Figure 1. A small window of the routed layout.
The bar under the picture is 5 µm long. Region (55, 81) to (75, 101) µm. Cells in gray, sequential cells in the stronger gray; small squares are vias.
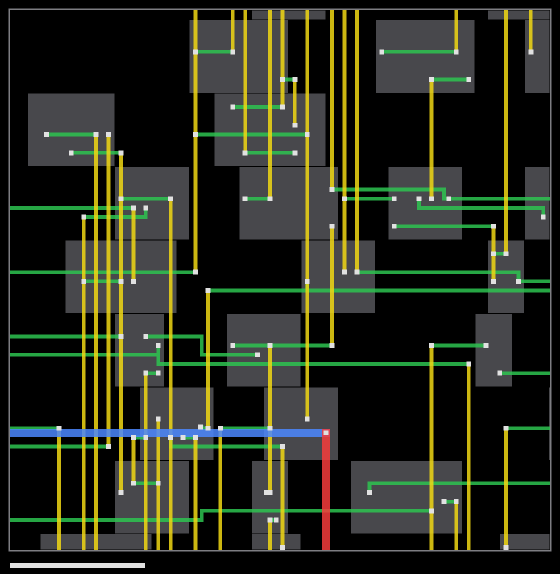
Figure 2. Wiring by layer.
The bar under the picture is 50 µm long.
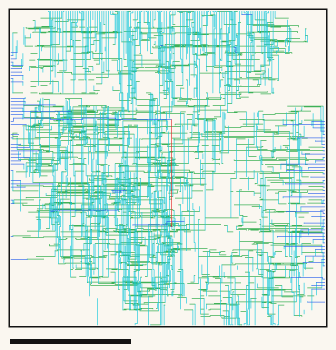
Figure 3. Routing congestion map.
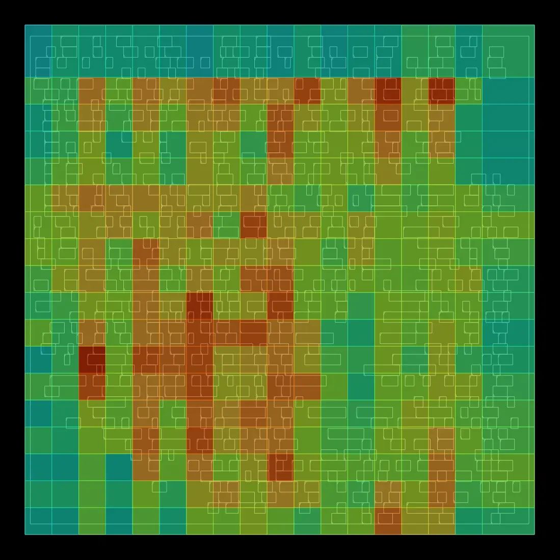
Figure 4. Gate families picked out.
The bar under the picture is 50 µm long.
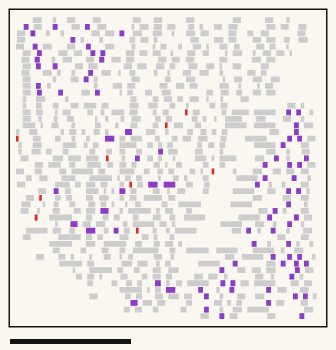
File: config.mk
export PLATFORM = sky130hd
export DESIGN_NAME = mem_stage_unit
export DESIGN_NICKNAME = d
export VERILOG_FILES = /design/src/rtl/mem_stage_unit.sv
export SDC_FILE = /design/constraint.sdc
export NUM_CORES = 1
export LEC_CHECK = 0
export CAP_MARGIN = 15
export CELL_PAD_IN_SITES_DETAIL_PLACEMENT = 2
export CELL_PAD_IN_SITES_GLOBAL_PLACEMENT = 2
export CORE_UTILIZATION = 18
export CTS_CLUSTER_DIAMETER = 120
export CTS_CLUSTER_SIZE = 14
export DETAILED_ROUTE_END_ITERATION = 7
export PLACE_DENSITY_LB_ADDON = 0.15
export SYNTH_ARGS = -nofsm -noshare
export SYNTH_HDL_FRONTEND = slang
export SYNTH_SLANG_ARGS = --single-unit
File: constraint.sdc
create_clock -name clk -period 2.45 [get_ports clk]
set_clock_uncertainty 0.15 [all_clocks]
set_input_delay 0.3675 -clock clk [delete_from_list [all_inputs] [get_ports clk]]
set_output_delay 0.3675 -clock clk [all_outputs]
set_load 0.02 [all_outputs]
File: src/rtl/mem_stage_unit.sv
// rtl/mem_stage_unit.sv - memory-stage access controller with stack pointer and split CALL/RET
// Drives the 2K x 16 data memory; 32-bit PC push/pop is split into two 16-bit accesses.
module mem_stage_unit #(
  parameter logic [10:0] SP_RESET = 11'h7FF,
  parameter int          OP_W     = 3
) (
  input  logic            clk,
  input  logic            rst,
  input  logic [OP_W-1:0] op,
  input  logic [31:0]     alu_addr,
  input  logic [15:0]     store_data,
  input  logic [31:0]     pc_in,
  input  logic [15:0]     mem_read_data,
  output logic [31:0]     mem_address,
  output logic [15:0]     mem_write_data,
  output logic            mem_read,
  output logic            mem_write,
  output logic            mem_cs,
  output logic [15:0]     load_data,
  output logic [31:0]     pc_out,
  output logic            pc_valid,
  output logic            stall,
  output logic [10:0]     sp_out
);

  localparam logic [OP_W-1:0] OP_LOAD  = OP_W'(1);
  localparam logic [OP_W-1:0] OP_STORE = OP_W'(2);
  localparam logic [OP_W-1:0] OP_PUSH  = OP_W'(3);
  localparam logic [OP_W-1:0] OP_POP   = OP_W'(4);
  localparam logic [OP_W-1:0] OP_CALL  = OP_W'(5);
  localparam logic [OP_W-1:0] OP_RET   = OP_W'(6);

  typedef enum logic {FIRST, SECOND} state_t;

  state_t      state_q, state_d;
  logic [10:0] sp_q, sp_d;
  logic [15:0] pc_lo_q, pc_lo_d;
  logic [10:0] sp_inc, sp_dec;

  assign sp_inc = sp_q + 11'd1;
  assign sp_dec = sp_q - 11'd1;
  assign sp_out = sp_q;

  always_ff @(posedge clk or negedge rst) begin
    if (!rst) begin
      state_q <= FIRST;
      sp_q    <= SP_RESET;
      pc_lo_q <= 16'h0000;
    end else begin
      state_q <= state_d;
      sp_q    <= sp_d;
      pc_lo_q <= pc_lo_d;
    end
  end

  always_comb begin
    state_d        = FIRST;
    sp_d           = sp_q;
    pc_lo_d        = pc_lo_q;
    mem_address    = 32'h0;
    mem_write_data = 16'h0;
    mem_read       = 1'b0;
    mem_write      = 1'b0;
    mem_cs         = 1'b0;
    load_data      = 16'h0;
    pc_out         = 32'h0;
    pc_valid       = 1'b0;
    stall          = 1'b0;
    // A non-CALL/RET op seen in SECOND is simply executed as in FIRST.
    case (op)
      OP_LOAD: begin
        mem_cs      = 1'b1;
        mem_read    = 1'b1;
        mem_address = alu_addr;
        load_data   = mem_read_data;
      end
      OP_STORE: begin
        mem_cs         = 1'b1;
        mem_write      = 1'b1;
        mem_address    = alu_addr;
        mem_write_data = store_data;
      end
      OP_PUSH: begin
        mem_cs         = 1'b1;
        mem_write      = 1'b1;
        mem_address    = {21'h0, sp_q};
        mem_write_data = store_data;
        sp_d           = sp_dec;
      end
      OP_POP: begin
        mem_cs      = 1'b1;
        mem_read    = 1'b1;
        mem_address = {21'h0, sp_inc};
        load_data   = mem_read_data;
        sp_d        = sp_inc;
      end
      OP_CALL: begin
        mem_cs      = 1'b1;
        mem_write   = 1'b1;
        mem_address = {21'h0, sp_q};
        sp_d        = sp_dec;
        if (state_q == FIRST) begin
          mem_write_data = pc_in[31:16];
          stall          = 1'b1;
          state_d        = SECOND;
        end else begin
          mem_write_data = pc_in[15:0];
        end
      end
      OP_RET: begin
        mem_cs      = 1'b1;
        mem_read    = 1'b1;
        mem_address = {21'h0, sp_inc};
        sp_d        = sp_inc;
        if (state_q == FIRST) begin
          stall   = 1'b1;
          pc_lo_d = mem_read_data;
          state_d = SECOND;
        end else begin
          pc_out   = {mem_read_data, pc_lo_q};
          pc_valid = 1'b1;
        end
      end
      default: ;
    endcase
    // Outputs are quiet while reset is held, even mid CALL/RET.
    if (!rst) begin
      mem_address    = 32'h0;
      mem_write_data = 16'h0;
      mem_read       = 1'b0;
      mem_write      = 1'b0;
      mem_cs         = 1'b0;
      load_data      = 16'h0;
      pc_out         = 32'h0;
      pc_valid       = 1'b0;
      stall          = 1'b0;
    end
  end

endmodule

==> out/qor.yml <==
status: "finished with violations"
violations: "negative setup slack"
dpl_cell_area_um2: 5883
dieArea_um2: 17080
largestClassByArea: "non-clock buffers"
p_int_w: 0.002137
clk_share: 0.01731
num-nonclk-inverters: 9
drtIter0Drc: 113
layout.nets: 746
final_cell_mix: "clkdlybuf4s50_1, buf_4, and2_1"
synth_area_per_cell_um2: 8.058
synthSimpleGateAreaFrac: 0.2988
aoi_share: 0.1846
comb_cells: 294
yosysTopAreaCell: "and2_1"
stdcell_area_um2: 6073
setup_slack_ns: -0.1599
maxCapViolations: 0
final-setup-viol-count: 12
dp_slack_ns: -0.6359
io_pins: 213
holdWs_ns: 0.2104
cts_tree: "yes"
irDropWorstVdd_mv: 0.4975
yosys.stat.chipArea_um2: 2982
-- Figure 1 (at the start) --
| layer | color |
|---|---|
| met4 | red |
| met2 | yellow |
| met3 | blue |
| met1 | green |
most frequent: buf_4 (5), clkdlybuf4s50_1 (3)
sequential cells in the window: 0
cells with their middle in the window: 18

-- Figure 2 (at the start) --
| layer | color | wire length |
|---|---|---|
| met1 | green | 6190 µm |
| met2 | cyan | 8410 µm |
| met4 | red | 44.2 µm |
| met3 | blue | 642 µm |
routed via count: 3872
mean routed wirelength per cell: 17.82 µm
drt total wl: 15.29 mm

-- Figure 3 (at the start) --
Total GRT Usage: 0.1660
most used routing layer: met2
met2 Usage GRT: 0.3165
GR Util met3: 0.02484
fin util: 0.3796

-- Figure 4 (at the start) --
| family | color | cells | most used |
|---|---|---|---|
| inverters | red | 9 | inv_1 |
| AND and OR gates | purple | 84 | and2_1 |
combinational share of cell area: 0.3717
most frequent logic cell in the layout: clkdlybuf4s50_1
non-filler cells, final: 858

